## src/rtl/char_scroller.sv

```systemverilog
// char_scroller: LEN-entry message of 2-bit character codes with a 4-character
// window that scrolls one step per TICK_M enabled cycles. A write strobe in
// RUN starts a full-message reload (LOAD state); the window is visible live
// on c0..c3 (c0 = leftmost digit).
//
// Build option: define CHAR_SCROLLER_BOUNCE_EN for ping-pong mode, where pos
// sweeps 0..LEN-4 and back without wrapping and the dir input is ignored.
//
// Handshake: wr is a plain one-cycle-per-character strobe with no back
// pressure; every cycle with wr=1 consumes wr_data (first write in RUN lands
// in entry 0, the following LEN-1 writes in LOAD fill entries 1..LEN-1).
// The loading output is the FSM state bit (1 = LOAD, 0 = RUN).
module char_scroller #(
  parameter int TICK_M = 50000000,
  parameter int LEN    = 8
) (
  input  logic                   clk,
  input  logic                   aclr,
  input  logic                   enable,
  input  logic                   dir,
  input  logic                   wr,
  input  logic [1:0]             wr_data,
  output logic                   tick,
  output logic [$clog2(LEN)-1:0] pos,
  output logic                   loading,
  output logic [1:0]             c0,
  output logic [1:0]             c1,
  output logic [1:0]             c2,
  output logic [1:0]             c3
);

  localparam int PW = $clog2(LEN);
  // Counter must hold 0..TICK_M-1.
  localparam int CW = (TICK_M > 1) ? $clog2(TICK_M) : 1;

  localparam logic [CW-1:0] CNT_LAST = CW'(TICK_M - 1);
  localparam logic [PW-1:0] POS_LAST = PW'(LEN - 1);
  localparam logic [PW-1:0] POS_ONE  = PW'(1);

  localparam logic ST_RUN  = 1'b0;
  localparam logic ST_LOAD = 1'b1;

  logic          state_q;
  logic [CW-1:0] cnt_q;
  logic [PW-1:0] pos_q;
  logic [PW-1:0] wp_q;
  logic [1:0]    msg_q [LEN];

  logic          in_run;
  logic          tick_w;
  logic          load_done;
  logic [PW-1:0] pos_step;

  // Window index with explicit modulo LEN (LEN need not be a power of two).
  function automatic logic [PW-1:0] win_idx(input logic [PW-1:0] p, input int k);
    logic [PW:0] s;
    s = {1'b0, p} + (PW+1)'(k);
    if (s >= (PW+1)'(LEN)) s = s - (PW+1)'(LEN);
    return s[PW-1:0];
  endfunction

  // Tick qualification: a write in RUN takes priority over a scroll step.
  always_comb begin
    in_run    = (state_q == ST_RUN);
    tick_w    = in_run && enable && (cnt_q == CNT_LAST) && !wr;
    load_done = !in_run && wr && (wp_q == POS_LAST);
  end

`ifdef CHAR_SCROLLER_BOUNCE_EN
  localparam logic [PW-1:0] BOUNCE_TOP = PW'(LEN - 4);

  logic fwd_q;
  logic fwd_step;
  logic unused_dir;

  assign unused_dir = dir;

  // Ping-pong step: reverse at either end of 0..LEN-4 instead of wrapping.
  always_comb begin
    pos_step = pos_q;
    fwd_step = fwd_q;
    if (LEN == 4) begin
      pos_step = '0;
    end else if (fwd_q) begin
      if (pos_q == BOUNCE_TOP) begin
        fwd_step = 1'b0;
        pos_step = pos_q - POS_ONE;
      end else begin
        pos_step = pos_q + POS_ONE;
      end
    end else begin
      if (pos_q == '0) begin
        fwd_step = 1'b1;
        pos_step = pos_q + POS_ONE;
      end else begin
        pos_step = pos_q - POS_ONE;
      end
    end
  end

  // Bounce direction flag: forward after reset and after every completed load.
  always_ff @(posedge clk) begin
    if (!aclr) begin
      fwd_q <= 1'b1;
    end else if (load_done) begin
      fwd_q <= 1'b1;
    end else if (tick_w) begin
      fwd_q <= fwd_step;
    end
  end
`else
  // Modulo-LEN step in the direction selected by dir.
  always_comb begin
    pos_step = pos_q;
    if (dir) begin
      pos_step = (pos_q == '0) ? POS_LAST : (pos_q - POS_ONE);
    end else begin
      pos_step = (pos_q == POS_LAST) ? '0 : (pos_q + POS_ONE);
    end
  end
`endif

  // Control FSM, prescaler, window position and write pointer.
  always_ff @(posedge clk) begin
    if (!aclr) begin
      state_q <= ST_RUN;
      cnt_q   <= '0;
      pos_q   <= '0;
      wp_q    <= '0;
    end else begin
      case (state_q)
        ST_RUN: begin
          if (wr) begin
            state_q <= ST_LOAD;
            cnt_q   <= '0;
            wp_q    <= POS_ONE;
          end else if (enable) begin
            if (cnt_q == CNT_LAST) begin
              cnt_q <= '0;
              pos_q <= pos_step;
            end else begin
              cnt_q <= cnt_q + CW'(1);
            end
          end
        end
        ST_LOAD: begin
          cnt_q <= '0;
          if (wr) begin
            if (wp_q == POS_LAST) begin
              state_q <= ST_RUN;
              pos_q   <= '0;
              wp_q    <= '0;
            end else begin
              wp_q <= wp_q + POS_ONE;
            end
          end
        end
        default: begin
          state_q <= ST_RUN;
          cnt_q   <= '0;
          pos_q   <= '0;
          wp_q    <= '0;
        end
      endcase
    end
  end

  // Message storage: reset pattern 0,1,2,3,0,1,...; writes land at entry 0
  // in RUN and at the write pointer in LOAD.
  always_ff @(posedge clk) begin
    if (!aclr) begin
      for (int i = 0; i < LEN; i++) msg_q[i] <= 2'(i % 4);
    end else if (wr) begin
      if (state_q == ST_RUN) msg_q[0] <= wr_data;
      else                   msg_q[wp_q] <= wr_data;
    end
  end

  // Visible window, combinational from registered pos and storage.
  always_comb begin
    tick    = tick_w;
    pos     = pos_q;
    loading = (state_q == ST_LOAD);
    c0      = msg_q[win_idx(pos_q, 0)];
    c1      = msg_q[win_idx(pos_q, 1)];
    c2      = msg_q[win_idx(pos_q, 2)];
    c3      = msg_q[win_idx(pos_q, 3)];
  end

endmodule
```

## config.mk

```make
export PLATFORM = sky130hd
export DESIGN_NAME = char_scroller
export DESIGN_NICKNAME = d
export VERILOG_FILES = /design/src/rtl/char_scroller.sv
export SDC_FILE = /design/constraint.sdc
export NUM_CORES = 1
export LEC_CHECK = 0
export ABC_AREA = 1
export CAP_MARGIN = 10
export CORE_ASPECT_RATIO = 1.75
export CORE_MARGIN = 1.5
export CORE_UTILIZATION = 50
export DETAILED_ROUTE_END_ITERATION = 8
export PLACE_DENSITY = 0.71
export REMOVE_ABC_BUFFERS = 1
export SYNTH_ARGS = -nofsm -noshare
export SYNTH_HDL_FRONTEND = slang
export SYNTH_SLANG_ARGS = --single-unit
```

## constraint.sdc

```tcl
create_clock -name clk -period 4.3 [get_ports clk]
set_input_delay 1.29 -clock clk [delete_from_list [all_inputs] [get_ports clk]]
set_output_delay 1.29 -clock clk [all_outputs]
set_load 0.01 [all_outputs]
```

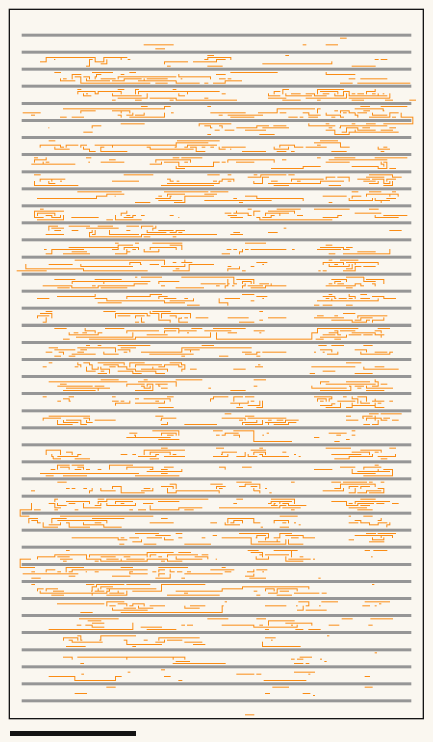
**Above:** metal 1.
Scale bar: 20 um. Supply wires on this layer in grey.
longest straight run = 17.0 um
wire length on this layer = 3160 um
nets with wire on the layer = 525
share of all routed wire = 34%
main direction = horizontal
Routed WL: 9260 um
met1 Resource Use GR: 22.5%

==> impl_metrics.py <==
# Physical implementation metrics
metrics = {
    "timing": {
        "setup_viol": 0,
        "rsz0062_at_grt": "false",
        "layout_min_cycle_time_ns": 4.03,
        "hold_violations": 0,
        "fin_crit_sh_pct": 93.7,
        "timing.fmax_mhz": 248,
        "finalSetupTns_ns": 0,
        "tightest_slew_ns": 0.457,
    },
    "synthesis": {
        "synth.area.top_cells": "dfxtp_1 (21%), edfxtp_1 (14%), nand2_1 (13%)",
        "synthFlopType": "dfxtp_1",
        "yosys_warnings": 0,
        "yosys_cells": 526,
        "common_cells": "nand2_1 (115), nor2_1 (107), inv_1 (62)",
        "yosysTopAreaCell": "dfxtp_1",
        "top_cell": "nand2_1",
        "synthDistinctLibCells": 32,
        "postSynthCellCount": 526,
        "syn-mean-instance-area_um2": 6.55,
    },
    "clocking": {
        "hold_buffers": 0,
        "cts_buffers": 5,
        "cts_num_sinks": 52,
        "cts_tree": "built",
        "clock_latency_ns": 0.29,
        "post_cts_resized": 0,
        "clk_pin_slew_ns": 0.06,
        "clockBufferDepth": 2,
    },
    "layout": {
        "diodes": 0,
        "fin_util_pct": 59.0,
        "final_nets": 565,
    },
    "critical_path": {
        "crit_chain": "clkdlybuf4s50_1 -> nand3_1 -> nor2_1 -> clkdlybuf4s50_1",
        "arrival_ns": 2.74,
        "critPathLaunch": "enable",
        "critPathRequiredTime_ns": 3.01,
        "end_kind": "output port",
        "cp_slowest_cell": "clkdlybuf4s50_1",
        "critPathKind": "input port to output port",
        "critPathMaxStageDelay_ns": 0.56,
        "worstPathMaxFanout": 4,
        "crit_top_cell": "clkdlybuf4s50_1",
    },
    "floorplan": {
        "chip_area_mm2": 0.00742,
        "ios": 20,
        "die_h_um": 113,
        "rows": 39,
        "die_x_um": 65.7,
        "core_area_mm2": 0.00659,
    },
    "power_and_ir_drop": {
        "p_leak_nw": 1.42,
        "vdd_ir_drop_max_mv": 0.211,
    },
    "worst_hold_path": {
        "hold_path.class": "flip-flop to flip-flop",
        "hp-start": "cnt_q[1]",
    },
    "routing": {
        "drc": 0,
        "via_per_inst": 5.41,
        "dr_wl_met2_um": 5120,
    },
    "global_routing": {
        "grt_max_degree": 21,
        "grt_first_pass_wirelength_um": 15000,
        "grt_pass1_vias": 3352,
        "track_usage_pct": 26.7,
    },
    "job": {
        "drv_cap": 0,
    },
    "placement": {
        "routabilityCongestion": 1.07,
    },
    "status": {
        "status": "finished, final reports clean",
    },
}
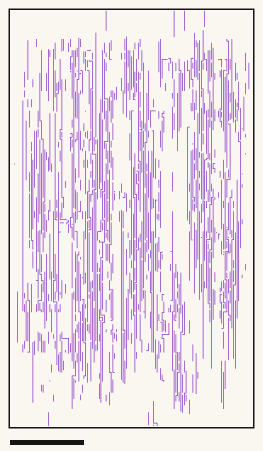
**Above:** met2 routing.
Scale bar: 20 um.
nets with wire on the layer = 450
wire length on this layer = 5120 um
share of all routed wire = 55%
detailed-route via count: 3411
Global Route met2 Usage: 51.6%

==> metal layers <==
layer,up-vias,global-route usage [%]
met2,77,51.6
met1,1553,22.5
met3,40,2.98
li1,1741,-
met5,-,0
met4,0,22.6
==> stage by stage <==
stage / area (um2) / power (mW) / instances / worst slack [ns] / hold slack (ns)
after CTS: 3890 / 1.05 / 630 / 0.265 / 0.492
after global routing: 3890 / 1.08 / 630 / 0.0780 / 0.542
after global placement: 3720 / 0.601 / 622 / 0.271 / 0.472
after detailed placement: 3720 / 0.603 / 622 / 0.276 / 0.482
final: 3890 / 1.04 / 630 / 0.270 / 0.490
after floorplan: 3390 / 0.568 / 516 / 0.897 / 0.462
==> where the power goes <==
group	leakage [nW]	switching [mW]	internal (mW)
Sequential	0.429	0.00532	0.511
Combinational	0.908	0.0481	0.0276
Clock	0.0798	0.179	0.274
Total	1.42	0.232	0.813
==> cells by family (layout without fill, tap and decap cells) <==
family / after synthesis / in the layout / synth area share [%]
simple gates: 296 / 296 / 37.4
fa+ha+maj: 11 / 11 / 4.00
compound gates: 87 / 87 / 13.6
flops: 52 / 52 / 34.9
xor+xnor: 6 / 6 / 1.53
buf+inv: 74 / 96 / 8.57
==> area by class of cell <==
class                      instances  area (um2)
fill                             659        2700
sequential                        52        1200
multi-input combinational        400        1950
timing repair buffer              24         228
clock buffer                       5         125
clock inverter                     3        42.5
tap                               82         103
inverter                          64         240
==> worst paths after layout <==
check	end	slack [ns]	depth (start not counted)
setup / recovery	tick	0.27	4
hold / removal	cnt_q[1]	0.49	2
setup reg to reg	flip-flop	2.19	8
hold reg to reg	cnt_q[1]	0.49	2
==> layout by cell type (no fill, tap or decap), types with 2 or more instances in the layout <==
cell type	Yosys	layout
nand3_2	3	3
ha_1	11	11
a21oi_1	30	30
nand2_2	7	7
nor2_4	4	4
clkbuf_16	0	5
xor2_1	5	5
nand2_1	115	115
o22a_1	4	4
a31oi_1	4	4
nand4_1	6	6
clkdlybuf4s50_1	0	19
nor2_1	107	107
o211ai_1	3	3
nand3_1	30	30
buf_4	1	5
nor3_1	8	8
nor3_2	2	2
o21ai_0	43	43
nor2_2	12	12
inv_1	62	62
dfxtp_1	36	36
edfxtp_1	16	16
==> critical path, delay by kind of cell <==
kind | cells | cell delay (ns)
buffers and inverters | 2 | 1.11
and+or+nand+nor | 2 | 0.34
==> flip-flops by register name, indices dropped and copies added (netlist names), named ones only <==
register,flops
pos,3
cnt_q,26
msg_q,16
wp_q,3
loading,1
Power is estimated from default activity; no workload was simulated.
